`src/rtl/reg_scoreboard.sv`:
```
// Register-file write scoreboard: one saturating pending-write counter per register,
// stalling decode on read-after-write hazards and on destination-counter saturation.
module reg_scoreboard #(
  parameter int unsigned REG_NUMBER = 8,
  parameter int unsigned ADDR_W     = 3,
  parameter int unsigned CNT_W      = 2
) (
  input  logic                    clk,
  input  logic                    rst,
  input  logic                    issue_valid,
  input  logic                    issue_src1_used,
  input  logic [ADDR_W-1:0]       issue_src1,
  input  logic                    issue_src2_used,
  input  logic [ADDR_W-1:0]       issue_src2,
  input  logic                    issue_dst_used,
  input  logic [ADDR_W-1:0]       issue_dst,
  input  logic                    wb_valid,
  input  logic [ADDR_W-1:0]       wb_addr,
  input  logic                    flush,
  output logic                    issue_stall,
  output logic                    issue_accept,
  output logic [REG_NUMBER-1:0]   busy_vec,
  output logic [ADDR_W+CNT_W-1:0] pend_total,
  output logic                    underflow_err
);

  localparam int unsigned PT_W = ADDR_W + CNT_W;
  localparam logic [CNT_W-1:0] CNT_MAX = '1;

  logic [CNT_W-1:0]      cnt_q [REG_NUMBER];
  logic [CNT_W-1:0]      cnt_d [REG_NUMBER];
  logic [CNT_W-1:0]      eff   [REG_NUMBER];
  logic [REG_NUMBER-1:0] wb_hit;
  logic [REG_NUMBER-1:0] inc;
  logic [REG_NUMBER-1:0] dec;
  logic [REG_NUMBER-1:0] busy_d, busy_q;
  logic [PT_W-1:0]       pend_d, pend_q;
  logic                  uf_d, uf_q;
  logic                  src_hazard;
  logic                  dst_full;

  // eff is the count as seen by a reader this cycle: a retiring writeback is already visible.
  always_comb begin
    wb_hit = '0;
    for (int unsigned i = 0; i < REG_NUMBER; i++) begin
      wb_hit[i] = wb_valid && (wb_addr == ADDR_W'(i));
      eff[i]    = (cnt_q[i] != '0) ? cnt_q[i] - CNT_W'(wb_hit[i]) : '0;
    end
  end

  assign src_hazard   = (issue_src1_used && (eff[issue_src1] != '0)) ||
                        (issue_src2_used && (eff[issue_src2] != '0));
  assign dst_full     = issue_dst_used && (eff[issue_dst] == CNT_MAX);
  assign issue_stall  = issue_valid && (src_hazard || dst_full);
  assign issue_accept = issue_valid && !issue_stall;

  always_comb begin
    inc    = '0;
    dec    = '0;
    busy_d = '0;
    pend_d = '0;
    for (int unsigned i = 0; i < REG_NUMBER; i++) begin
      inc[i]    = issue_accept && issue_dst_used && (issue_dst == ADDR_W'(i));
      dec[i]    = wb_hit[i] && (cnt_q[i] != '0);
      cnt_d[i]  = flush ? '0 : cnt_q[i] + CNT_W'(inc[i]) - CNT_W'(dec[i]);
      busy_d[i] = (cnt_d[i] != '0);
      pend_d    = pend_d + PT_W'(cnt_d[i]);
    end
    uf_d = uf_q || (wb_valid && (cnt_q[wb_addr] == '0));
  end

  always_ff @(posedge clk or negedge rst) begin
    if (!rst) begin
      for (int unsigned i = 0; i < REG_NUMBER; i++) cnt_q[i] <= '0;
      busy_q <= '0;
      pend_q <= '0;
      uf_q   <= 1'b0;
    end else begin
      for (int unsigned i = 0; i < REG_NUMBER; i++) cnt_q[i] <= cnt_d[i];
      busy_q <= busy_d;
      pend_q <= pend_d;
      uf_q   <= uf_d;
    end
  end

  assign busy_vec      = busy_q;
  assign pend_total    = pend_q;
  assign underflow_err = uf_q;

endmodule

```
`config.mk`:
```
export PLATFORM = sky130hd
export DESIGN_NAME = reg_scoreboard
export DESIGN_NICKNAME = d
export VERILOG_FILES = /design/src/rtl/reg_scoreboard.sv
export SDC_FILE = /design/constraint.sdc
export NUM_CORES = 1
export LEC_CHECK = 0
export CAP_MARGIN = 20
export CELL_PAD_IN_SITES_DETAIL_PLACEMENT = 1
export CELL_PAD_IN_SITES_GLOBAL_PLACEMENT = 1
export CORE_ASPECT_RATIO = 2
export CORE_UTILIZATION = 42
export DETAILED_ROUTE_END_ITERATION = 8
export PLACE_DENSITY_LB_ADDON = 0.05
export SYNTH_ARGS = -nofsm -noshare
export SYNTH_HDL_FRONTEND = slang
export SYNTH_SLANG_ARGS = --single-unit
```
`constraint.sdc`:
```
create_clock -name clk -period 6 [get_ports clk]
set_input_delay 0.9 -clock clk [delete_from_list [all_inputs] [get_ports clk]]
set_output_delay 0.9 -clock clk [all_outputs]
set_load 0.01 [all_outputs]
```
==> flow_summary.ini, run 1 <==
; flow metrics
[status]
status = complete, but fails checks
violations = setup timing

[cts]
numCtsBuffers = 5
cts_resized = 40
tritoncts = built
clockBufferDepth = 2
clockRootBuffer = clkbuf_16

[synth]
common_cells = inv_1 (36), dfrtp_1 (30), ha_1 (29), nand2b_1 (27), nor2_1 (24)
aoi_share = 0.118
top_area_cell = dfrtp_1
yosysUniqueCellTypes = 44
yosysWarnings = 0
simple_gate_area_frac = 0.240
synth_top_flop_cell = dfrtp_1
fa_ha_area_frac = 0.219
area_leaders = dfrtp_1 (28%), ha_1 (14%), fa_1 (8.3%), nand2b_1 (6.3%), inv_1 (5.1%)
synth_flops = 30
async_flop_share = 1.00
mux_share = 0.0202
syn_nets = 357
synthXorXnorAreaFrac = 0.0560
yosys-stat-cells = 297
yosys_area_um2 = 2660
postSynthCellCount = 297
synthTopLogicFamily = simple AND/OR/NAND/NOR gates
top_cell_area_share = 0.282

[power]
pwr-share-clk = 0.422
power_density_nw_per_um2 = 142
clk-power_w = 0.000252
pg_comb_w = 0.000135
p_int_w = 0.000438
top_power_group = the clock network
p_sw_w = 0.000157
power_frac_comb = 0.227
total_power_w = 0.000596
seq_power_share = 0.351
ir_drop_mv = 0.194

[cells_and_area]
drive_above_1_share = 0.378
layout_top_cells = buf_4 (77), inv_1 (32), clkdlybuf4s50_1 (31), dfrtp_1 (30), nand2b_1 (22)
layout_top_cell = buf_4
antenna_cells = 0
area_growth_pct = 57.8
final_util = 0.693
finalNetCount = 474

[timing]
fin_crit_sh = 1.10
layout_setup_ws_ps = -604
tightest_slew_ps = 587
fmax_mhz = 151
finalClockSkew_ps = 3.98
hold_violations = 0
rsz0062_at_grt = true
min_period_ps = 6600
slew_headroom = 0.609
holdWs_ps = 511
drv_slew = 0
finalSetupViolCount = 4

[global_route]
grt_max_degree = 31
grtUsageTotal = 0.319
grt_overflow_total = 0
antenna_found_initial = 0
grt_pass1_wl_mm = 15.2
grt_pass1_vias = 3096

[floorplan]
dieHeight_um = 115
core_util_floorplan = 0.439
core_um2 = 6060
rows = 40
dieArea_um2 = 6680

[run]
warning_count = 30

[detailed_routing]
viasPerCell = 5.52
wl_per_cell_um = 22.8
ant_nets = 0
drt_wl_total_mm = 11.4
drtIter0Drc = 108
drt_pass1_iterations = 4

[critical_path]
crit_type = in2reg
cp_max_fo = 7
r2r_setup_slack_ps = 20
crit_arrival_ps = 6770
required_ps = 6170

[placed_design]
hpwl_mm = 7.09
place_congestion = 0.949

[min_path]
worstHoldPathType = reg2reg
-- run 1: flip-flops by register name, summed over array words and instances, names as in the netlist --
register and cells:
cnt_q 16, busy_vec 8, pend_total 5, underflow_err 1
-- run 1: cell type report --
class,instances,area (um2)
inverters,36,135
clock buffers,7,143
fillers,649,1860
flip-flops and latches,30,751
repair buffers,117,990
clock inverters,1,5.00
multi-input cells,224,2070
well taps,84,105
-- run 1: final timing paths --
path,startpoint,endpoint,depth (start not counted)
max reg2reg,cnt_q[14],pend_total[2],24
min reg2reg,underflow_err,underflow_err,1
max in group asynchronous,rst,cnt_q[11],2
max,wb_addr[0],pend_total[2],26
min,underflow_err,underflow_err,1
min in group asynchronous,rst,cnt_q[5],2
-- run 1: per-layer routing --
layer / routed length, um / GRT usage
met5: 0 / 0
met4: 1010 / 0.251
met3: 410 / 0.0328
met2: 6430 / 0.618
met1: 3540 / 0.279
-- run 1: worst max-delay path: stages --
cell and delay [ps]:
clkbuf_4 160, buf_6 150, nor3_4 240, ha_4 250, nand2b_4 80, a21oi_4 60, buf_6 140, o32ai_4 320
o32ai_2 140, o211a_4 300, nand4_1 90, ha_1 240, inv_1 60, ha_2 190, xnor2_2 80, xnor2_1 210
nand2b_1 150, fa_1 600, inv_2 60, fa_1 550, fa_1 450, fa_2 570, ha_4 150, inv_2 40
fa_2 510, inv_1 60
-- run 1: per-stage QoR --
| step | setup slack [ps] | cells | setup TNS (ps) | instance area [um2] |
|---|---|---|---|---|
| floorplan | -141 | 297 | -200 | 2780 |
| global placement | -1320 | 470 | -4710 | 3620 |
| detailed placement | -1410 | 470 | -5140 | 3620 |
| CTS | -454 | 487 | -1030 | 3930 |
| global route | -800 | 499 | -2330 | 4200 |
| finish | -604 | 499 | -1560 | 4200 |
### Placed cells, one colour a class, run 1

The bar under the picture is 20 um long.
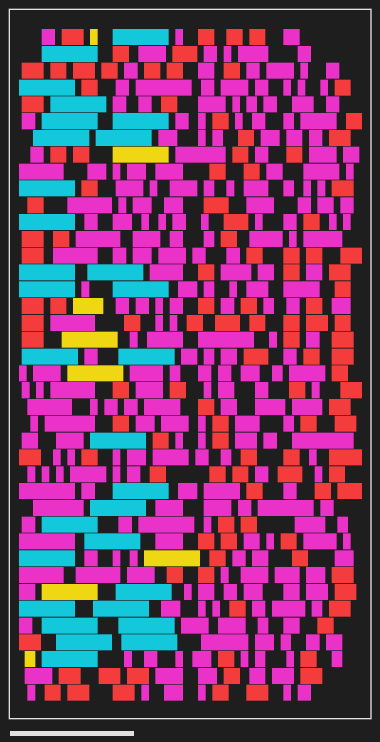
- magenta: combinational and other logic (cells 260; share of their area 54%)
- red: other buffers and delay cells (cells 117; share of their area 24%)
- cyan: flops (cells 30; share of their area 18%)
- yellow: clock drivers and dummy loads (cells 8; share of their area 3.6%)
Seq/total area: 0.179
Finished Cell Area: 4200 um2

### Clock routing, run 1

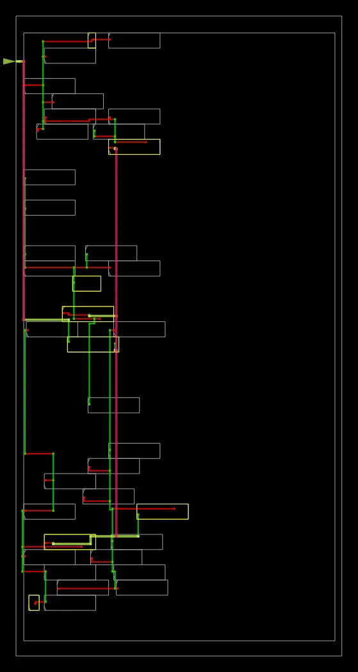
Late-Pin Clk Latency: 280 ps
flop count: 30

### Floorplan with the power grid, run 1

Pins as bars on the die edge. Tap cells in grey.
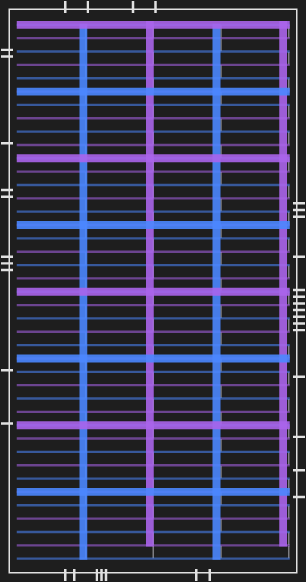
- blue: VSS
- purple: VDD
- signal pins: 36
- met1 rails: 41
- rows: 40

==> run 2, diff against run 1 <==
--- a/config.mk
+++ b/config.mk
@@ -12,6 +12,7 @@
 export CORE_UTILIZATION = 42
 export DETAILED_ROUTE_END_ITERATION = 8
 export PLACE_DENSITY_LB_ADDON = 0.05
+export SKIP_LAST_GASP = 1
 export SYNTH_ARGS = -nofsm -noshare
 export SYNTH_HDL_FRONTEND = slang
 export SYNTH_SLANG_ARGS = --single-unit
### Gate families picked out, run 2

The bar under the picture is 20 um long.
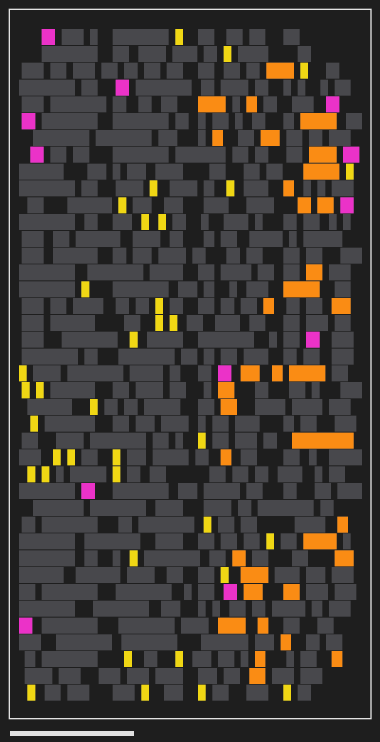
- orange: inverting AOI/OAI gates (cells 35; most used a21oi_1)
- magenta: AND and OR gates (cells 12; most used or2_2; where spread over the die)
- yellow: inverters (cells 36; most used inv_1; where spread over the die)

### Placed cells, one colour a class, run 2

The bar under the picture is 20 um long.
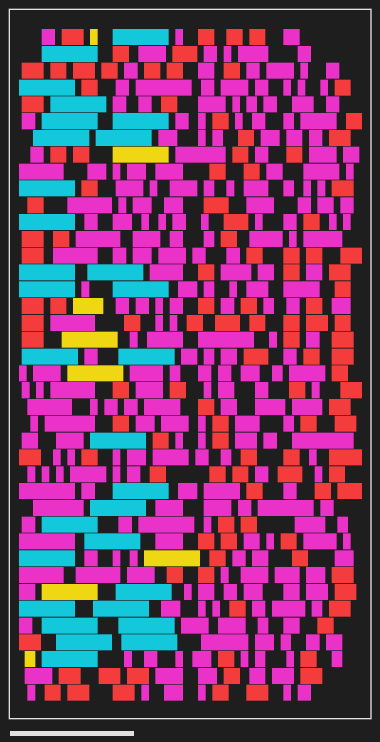
- red: other buffers and delay cells (cells 117; share of their area 24%)
- cyan: flops (cells 30; share of their area 18%)
- magenta: combinational and other logic (cells 260; share of their area 54%)
- yellow: clock drivers and dummy loads (cells 8; share of their area 3.6%)
# rows: 40
fin util: 0.693

==> run 2 against run 1 <==
Effect of this change: the run still ends with setup timing left; critical path depth is the same; total power unchanged; via count unchanged; area after synthesis unchanged; non-clock buffer count unchanged; combinational power about the same; final cell count is the same; largest cell class unchanged.
==> flow_summary.ini, run 2 <==
; flow metrics
[timing]
tns_ps = -1560
tightest_slew_ps = 587
slew_headroom = 0.609
finalSetupViolCount = 4
drv_slew = 0
rsz0062_at_grt = true
layout_setup_ws_ps = -604
finalClockSkew_ps = 3.98
min_period_ps = 6600
fin_crit_sh = 1.10

[power]
total_power_w = 0.000596
seq_power_share = 0.351
pwr-share-clk = 0.422
p_sw_w = 0.000157
ir_drop_mv = 0.194

[synth]
synthXorXnorAreaFrac = 0.0560
simple_gate_area_frac = 0.240
common_cells = inv_1 (36), dfrtp_1 (30), ha_1 (29), nand2b_1 (27), nor2_1 (24)
synthTopLogicFamily = simple AND/OR/NAND/NOR gates
mux_share = 0.0202
yosysWarnings = 0
syn_nets = 357
yosysUniqueCellTypes = 44
synth_flops = 30
aoi_share = 0.118
async_flop_share = 1.00
synth_top_flop_cell = dfrtp_1
top_area_cell = dfrtp_1

[cells_and_area]
layout_top_cells = buf_4 (77), inv_1 (32), clkdlybuf4s50_1 (31), dfrtp_1 (30), nand2b_1 (22)
layout_top_cell = buf_4
finalInstanceArea_um2 = 4200
area_growth_pct = 57.8
largest_reg_flops = 16
drive_above_1_share = 0.378

[cts]
clock_latency_ps = 280
tritoncts = built
clockRootBuffer = clkbuf_16
numCtsBuffers = 5
clockBufferDepth = 2

[detailed_routing]
ant_nets = 0
viasPerCell = 5.52
drt_pass1_iterations = 4
wl_per_cell_um = 22.8

[critical_path]
r2r_setup_slack_ps = 20
crit_arrival_ps = 6770
required_ps = 6170
rr_startpoint = cnt_q[14]
rr_endpoint = pend_total[2]

[run]
warning_count = 30

[placed_design]
pre_cts_slack_ps = -1410
place_inst = 470

[global_route]
grtUsageTotal = 0.319
antenna_found_initial = 0
grt_max_degree = 31

[floorplan]
core_util_floorplan = 0.439
dieHeight_um = 115
core_um2 = 6060
dieArea_um2 = 6680

[status]
status = complete, but fails checks
violations = setup timing
### Clock network drawn from the DEF, run 2

The bar under the picture is 20 um long.
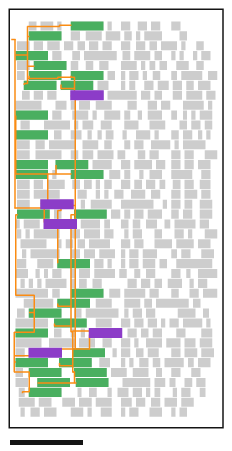
- green: flip-flops (count 30)
- purple: clock drivers (count 5)
- orange: clock wires (length 453 um)
- routed clock nets: 6

[run 2: cell counts in the layout (fill, tap and decap cells not counted)]
No cell type changed its count.
[run 2: area by class of cell]
type	count	area, um2
clock buffers	7	143
well taps	84	105
fillers	649	1860
inverters	36	135
multi-input cells	224	2070
flip-flops and latches	30	751
repair buffers	117	990
clock inverters	1	5.00
[run 2: routing by layer]
metal  share of wire  GRT usage
met5               0          0
met4           0.089      0.251
met3           0.036     0.0328
met2            0.56      0.618
met1            0.31      0.279
[run 2: repair_timing]
item	CTS	global route
buffers inserted	9	12
setup endpoints to repair	5	4
pin swaps	22	28
endpoints found under the hold margin	0	0
resized	40	35
[run 2: worst min-delay path by stage]
stage,startpoint,to,depth (start not counted)
final,underflow_err,underflow_err,1
after global routing,underflow_err,underflow_err,1
after CTS,underflow_err,underflow_err,1
after detailed placement,underflow_err,underflow_err,1
after global placement,underflow_err,underflow_err,1
after floorplan,underflow_err,underflow_err,1
[run 2: power by group through the flow]
stage	combinational [W]	clock [W]	sequential, W
5_1_grt	0.000144	0.000260	0.000209
3_5_place_dp	0.000107	0	0.000212
2_1_floorplan	0.0000472	0	0.000214
6_report	0.000135	0.000252	0.000209
4_1_cts	0.000117	0.000254	0.000209
3_3_place_gp	0.000104	0	0.000212
[run 2: worst max-delay path, cell delays in order]
cell and delay, ps:
clkbuf_4 160, buf_6 150, nor3_4 240, ha_4 250
nand2b_4 80, a21oi_4 60, buf_6 140, o32ai_4 320
o32ai_2 140, o211a_4 300, nand4_1 90, ha_1 240
inv_1 60, ha_2 190, xnor2_2 80, xnor2_1 210
nand2b_1 150, fa_1 600, inv_2 60, fa_1 550
fa_1 450, fa_2 570, ha_4 150, inv_2 40
fa_2 510, inv_1 60
Power is estimated from default activity; no workload was simulated.
